### config.mk
export PLATFORM = sky130hd
export DESIGN_NAME = uart_tx_periph
export DESIGN_NICKNAME = d
export VERILOG_FILES = /design/src/rtl/uart_tx_periph.sv
export SDC_FILE = /design/constraint.sdc
export NUM_CORES = 1
export LEC_CHECK = 0
export CAP_MARGIN = 20
export CORE_ASPECT_RATIO = 1.25
export CORE_MARGIN = 3
export CORE_UTILIZATION = 48
export DETAILED_ROUTE_END_ITERATION = 16
export HOLD_SLACK_MARGIN = 0.02
export PLACE_DENSITY_LB_ADDON = 0.1
export SLEW_MARGIN = 25
export SYNTH_ARGS = -nofsm -noshare
export SYNTH_HDL_FRONTEND = slang
export SYNTH_SLANG_ARGS = --single-unit
### constraint.sdc
create_clock -name clk -period 5 [get_ports clk]
set_input_delay 0.75 -clock clk [delete_from_list [all_inputs] [get_ports clk]]
set_output_delay 0.75 -clock clk [all_outputs]
set_load 0.01 [all_outputs]
### src/rtl/uart_tx_periph.sv
// Memory-mapped 8N1 UART transmitter with TXD and TXSTAT registers.
// Define UART_TX_FIFO_EN to replace the single holding slot with a 4-deep FIFO.
module uart_tx_periph #(
  parameter int unsigned BAUD_DIV  = 10417,
  parameter logic [31:0] TXD_ADDR  = 32'h4000_0018,
  parameter logic [31:0] STAT_ADDR = 32'h4000_0024
) (
  input  logic        clk,
  input  logic        reset,
  input  logic [31:0] addr,
  input  logic [31:0] wdata,
  input  logic        MemWrite,
  input  logic        MemRead,
  output logic [31:0] rdata,
  output logic        tx,
  output logic        irq
);

  localparam int CW = (BAUD_DIV > 1) ? $clog2(BAUD_DIV) : 1;
  localparam logic [CW-1:0] LAST = CW'(BAUD_DIV - 1);

  typedef enum logic [1:0] {IDLE, START, DATA, STOP} state_e;

  state_e        state_q;
  logic [CW-1:0] cnt_q;
  logic [2:0]    bit_q;
  logic [7:0]    sh_q;
  logic          tx_q;
  logic          irq_q;
  logic [7:0]    last_q;
  logic          done_q, done_d;
  logic          ovr_q, ovr_d;
  logic          irqen_q;

  logic       wr_txd, wr_stat;
  logic       tick, load, push, full, pend, busy;
  logic [7:0] head;
  logic [3:0] stat_hi;

  assign wr_txd  = MemWrite & (addr == TXD_ADDR);
  assign wr_stat = MemWrite & (addr == STAT_ADDR);
  assign tick    = (cnt_q == LAST);
  // The byte leaves the holding storage when a frame starts.
  assign load    = pend & ((state_q == IDLE) |
                           ((state_q == STOP) & tick));
  assign push    = wr_txd & ~full;
  assign busy    = (state_q != IDLE) | pend;

`ifdef UART_TX_FIFO_EN
  logic [7:0] fifo_q [4];
  logic [1:0] wp_q, rp_q;
  logic [2:0] occ_q;

  assign pend    = (occ_q != 3'd0);
  assign full    = occ_q[2];
  assign head    = fifo_q[rp_q];
  assign stat_hi = {full, occ_q};

  always_ff @(posedge clk or posedge reset) begin
    if (reset) begin
      for (int i = 0; i < 4; i++) fifo_q[i] <= 8'h00;
      wp_q  <= 2'd0;
      rp_q  <= 2'd0;
      occ_q <= 3'd0;
    end else begin
      if (push) begin
        fifo_q[wp_q] <= wdata[7:0];
        wp_q         <= wp_q + 2'd1;
      end
      if (load) rp_q <= rp_q + 2'd1;
      occ_q <= occ_q + {2'b0, push} - {2'b0, load};
    end
  end
`else
  logic [7:0] hold_q;
  logic       full_q;

  assign pend    = full_q;
  assign full    = full_q;
  assign head    = hold_q;
  assign stat_hi = 4'h0;

  always_ff @(posedge clk or posedge reset) begin
    if (reset) begin
      hold_q <= 8'h00;
      full_q <= 1'b0;
    end else if (push) begin
      hold_q <= wdata[7:0];
      full_q <= 1'b1;
    end else if (load) begin
      full_q <= 1'b0;
    end
  end
`endif

  // Set beats clear when both land in the same cycle.
  always_comb begin
    done_d = done_q;
    ovr_d  = ovr_q;
    if (wr_stat & wdata[1]) done_d = 1'b0;
    if (wr_stat & wdata[2]) ovr_d  = 1'b0;
    if ((state_q == STOP) & tick) done_d = 1'b1;
    if (wr_txd & full) ovr_d = 1'b1;
  end

  always_ff @(posedge clk or posedge reset) begin
    if (reset) begin
      last_q  <= 8'h00;
      done_q  <= 1'b0;
      ovr_q   <= 1'b0;
      irqen_q <= 1'b0;
      irq_q   <= 1'b0;
    end else begin
      if (wr_txd)  last_q  <= wdata[7:0];
      if (wr_stat) irqen_q <= wdata[3];
      done_q <= done_d;
      ovr_q  <= ovr_d;
      irq_q  <= irqen_q & done_q;
    end
  end

  always_ff @(posedge clk or posedge reset) begin
    if (reset) begin
      state_q <= IDLE;
      cnt_q   <= '0;
      bit_q   <= 3'd0;
      sh_q    <= 8'h00;
      tx_q    <= 1'b1;
    end else begin
      unique case (state_q)
        IDLE: begin
          cnt_q <= '0;
          if (pend) begin
            state_q <= START;
            sh_q    <= head;
            tx_q    <= 1'b0;
          end
        end
        START: begin
          cnt_q <= tick ? '0 : cnt_q + CW'(1);
          if (tick) begin
            state_q <= DATA;
            bit_q   <= 3'd0;
            tx_q    <= sh_q[0];
          end
        end
        DATA: begin
          cnt_q <= tick ? '0 : cnt_q + CW'(1);
          if (tick) begin
            if (bit_q == 3'd7) begin
              state_q <= STOP;
              tx_q    <= 1'b1;
            end else begin
              bit_q <= bit_q + 3'd1;
              sh_q  <= sh_q >> 1;
              tx_q  <= sh_q[1];
            end
          end
        end
        STOP: begin
          cnt_q <= tick ? '0 : cnt_q + CW'(1);
          if (tick) begin
            if (pend) begin
              state_q <= START;
              sh_q    <= head;
              tx_q    <= 1'b0;
            end else begin
              state_q <= IDLE;
            end
          end
        end
      endcase
    end
  end

  always_comb begin
    rdata = 32'h0;
    if (MemRead) begin
      if (addr == STAT_ADDR)
        rdata = {24'h0, stat_hi, irqen_q, ovr_q, done_q, busy};
      else if (addr == TXD_ADDR)
        rdata = {24'h0, last_q};
    end
  end

  logic unused_wdata;
  assign unused_wdata = ^{wdata[31:8], wdata[0]};

  assign tx  = tx_q;
  assign irq = irq_q;

endmodule

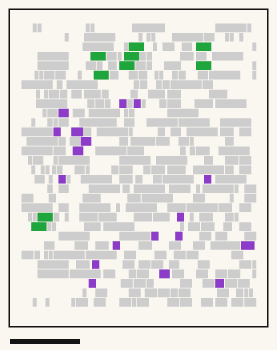
Run 1: logic cells by family
The bar under the picture is 20 um long.
legend:
  green:
    family: fa/ha/maj cells
    cells: 9
  purple:
    family: and/or cells
    cells: 18
Commonest Layout Cell: clkdlybuf4s50_1
Non-Filler Instances: 372

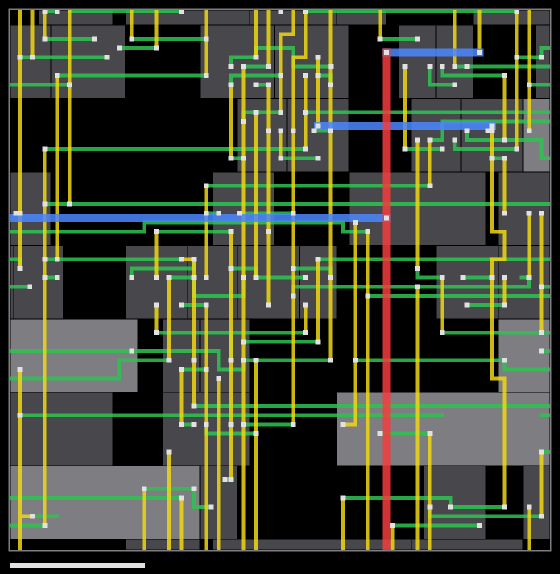
Run 1: layout detail
The bar under the picture is 5 um long. Window x 27 to 47, y 54 to 74 um. Cells in grey, sequential cells in the stronger grey; small squares are vias.
legend:
  yellow:
    layer: M2
  blue:
    layer: M3
  green:
    layer: M1
  red:
    layer: M4
most frequent: nand2b_1 (6), nand2_1 (3), dfrtp_1 (3)
cells with their middle in the window: 26
sequential cells in the window: 3
netlist names of flops here include: sh_q (2), full (1)

==> flow_metrics.env, run 1 <==
# flow metrics
export IMPL_critPathSlowestCell="or4_4"
export IMPL_cp_common_cell="clkdlybuf4s50_1"
export IMPL_clock_skew_final_ns=0.008403
export IMPL_num_nets_final=384
export IMPL_internal_power_mw=0.5901
export IMPL_drc_errors=0
export IMPL_total_power_mw=0.7468
export IMPL_synth_avg_cell_area_um2=10.91
export IMPL_hold_violations=0
export IMPL_final_cell_area_um2=3385
export IMPL_r2r_slack_ns=2.88
export IMPL_finalSetupTns_ns=0
export IMPL_antenna_found_initial=0
export IMPL_drt_initial_drc_count=101
export IMPL_port_buffers=53
export IMPL_setup_ws_ns=1.061
export IMPL_synthFlopType="dfrtp_1"
export IMPL_most_common_layout_cells="clkdlybuf4s50_1 (53), dfrtp_1 (48), conb_1 (24), nor2_1 (22), nand2b_1 (11)"
export IMPL_largest_cell_class="multi-input combinational cells"
export IMPL_clockRootBuffer="clkbuf_8"
export IMPL_max_slew_margin_pct=44.01
export IMPL_p_sw_share_pct=20.98
export IMPL_status="finished clean"
export IMPL_yosysWarnings=0
export IMPL_worst_pin_slew_ns=0.8389
export IMPL_holdWs_ns=0.4686
export IMPL_num_antenna_cells=0
export IMPL_p_sw_mw=0.1567
export IMPL_finalCritPeriodShare_pct=78.78
export IMPL_synthArstFlopShare_pct=100.0
export IMPL_via_per_inst=5.317
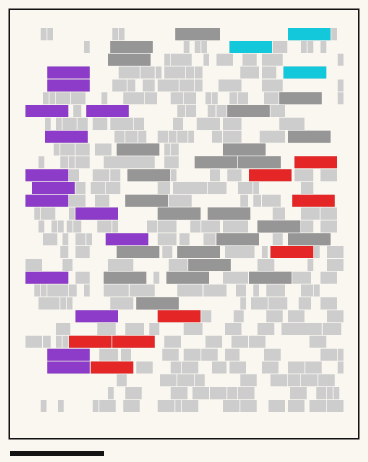
Run 1: register map, names as in the netlist
The bar under the picture is 20 um long. Other sequential cells in the stronger grey, the rest of the logic in the fainter grey.
legend:
  cyan:
    netlist_name: bit_q
    sequential_cells: 3
  purple:
    netlist_name: cnt_q
    sequential_cells: 14
  red:
    netlist_name: last_q
    sequential_cells: 8
register area: 1227 um2
Util after Layout: 61.34%
sequential cell area share: 36.27%

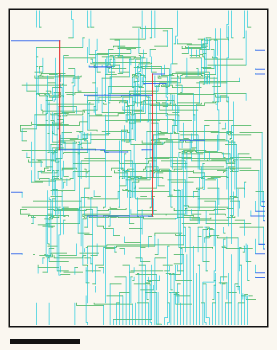
Run 1: signal wires by layer
The bar under the picture is 20 um long.
legend:
  blue:
    layer: M3
    wire_length: 130 um
  cyan:
    layer: M2
    wire_length: 3050 um
  red:
    layer: M4
    wire_length: 72.1 um
  green:
    layer: M1
    wire_length: 2330 um
total routed wirelength: 5.586 mm
global-route usage over all layers: 17.59%

Run 1, track usage over the die:
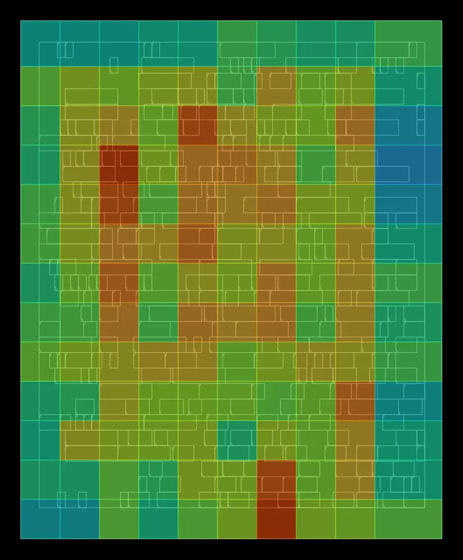

==> run 2: changes to the inputs <==
--- a/config.mk
+++ b/config.mk
@@ -8,7 +8,7 @@
 export CAP_MARGIN = 20
 export CORE_ASPECT_RATIO = 1.25
 export CORE_MARGIN = 3
-export CORE_UTILIZATION = 48
+export CORE_UTILIZATION = 45
 export DETAILED_ROUTE_END_ITERATION = 16
 export HOLD_SLACK_MARGIN = 0.02
 export PLACE_DENSITY_LB_ADDON = 0.1
==> constraint.sdc (replaced) <==
create_clock -name clk -period 3.69 [get_ports clk]
set_input_delay 0.5535 -clock clk [delete_from_list [all_inputs] [get_ports clk]]
set_output_delay 0.5535 -clock clk [all_outputs]
set_load 0.01 [all_outputs]
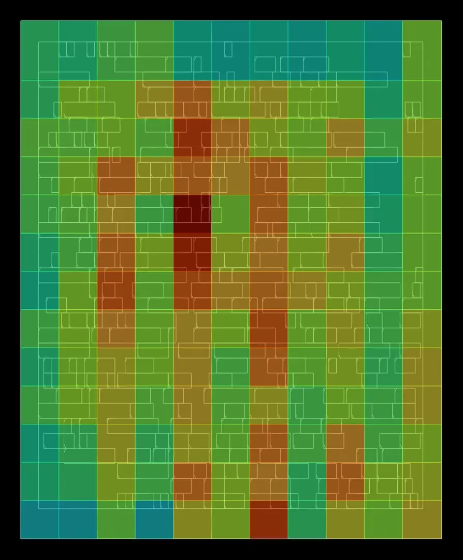
Run 2: track usage over the die
Util after Layout: 57.98%
met1 usage: 19.62%
routed len/inst: 14.62 um
GR peak layer: met2

==> run 2 against run 1 <==
Synthesized cell count did not move. Total power rose by 28%. Routed wire length is 2.3% higher. Largest power group unchanged.
==> flow_metrics.env, run 2 <==
# flow metrics
export IMPL_status="finished clean"
export IMPL_yosysWarnings=0
export IMPL_synth_avg_cell_area_um2=10.91
export IMPL_total_power_mw=0.9540
export IMPL_setup_ws_ns=0.1915
export IMPL_critPathSlowestCell="or4_4"
export IMPL_drt_initial_drc_count=68
export IMPL_largest_cell_class="multi-input combinational cells"
export IMPL_cp_common_cell="clkdlybuf4s50_1"
export IMPL_port_buffers=53
export IMPL_via_per_inst=4.997
export IMPL_synthFlopType="dfrtp_1"
export IMPL_lay_top_count="clkdlybuf4s50_1"
export IMPL_finalCritPeriodShare_pct=94.81
export IMPL_drc_errors=0
export IMPL_regArea_um2=1227
export IMPL_finalSetupTns_ns=0
export IMPL_antenna_found_initial=0
export IMPL_seq_share_pct=36.15
export IMPL_r2r_slack_ns=1.52
export IMPL_clockRootBuffer="clkbuf_8"
export IMPL_internal_power_mw=0.7487
export IMPL_num_nets_final=385
export IMPL_holdWs_ns=0.4645
export IMPL_p_sw_share_pct=21.52
export IMPL_hold_violations=0
export IMPL_synthArstFlopShare_pct=100.0
export IMPL_clock_skew_final_ns=0.01046
export IMPL_p_sw_mw=0.2053
export IMPL_final_cell_area_um2=3396
export IMPL_adder_share_pct=4.078
export IMPL_max_slew_margin_pct=43.80
export IMPL_drt_total_wl_mm=5.715
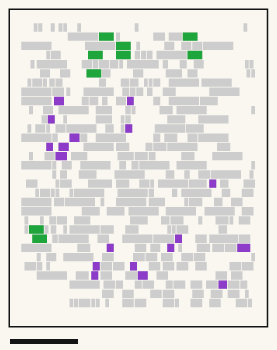
Run 2: logic cells by family
The bar under the picture is 20 um long.
legend:
  green:
    family: fa/ha/maj cells
    cells: 9
  purple:
    family: and/or cells
    cells: 18
multi-input combinational area share: 40.53%
Non-Filler Instances: 391

Power is estimated from default activity; no workload was simulated.
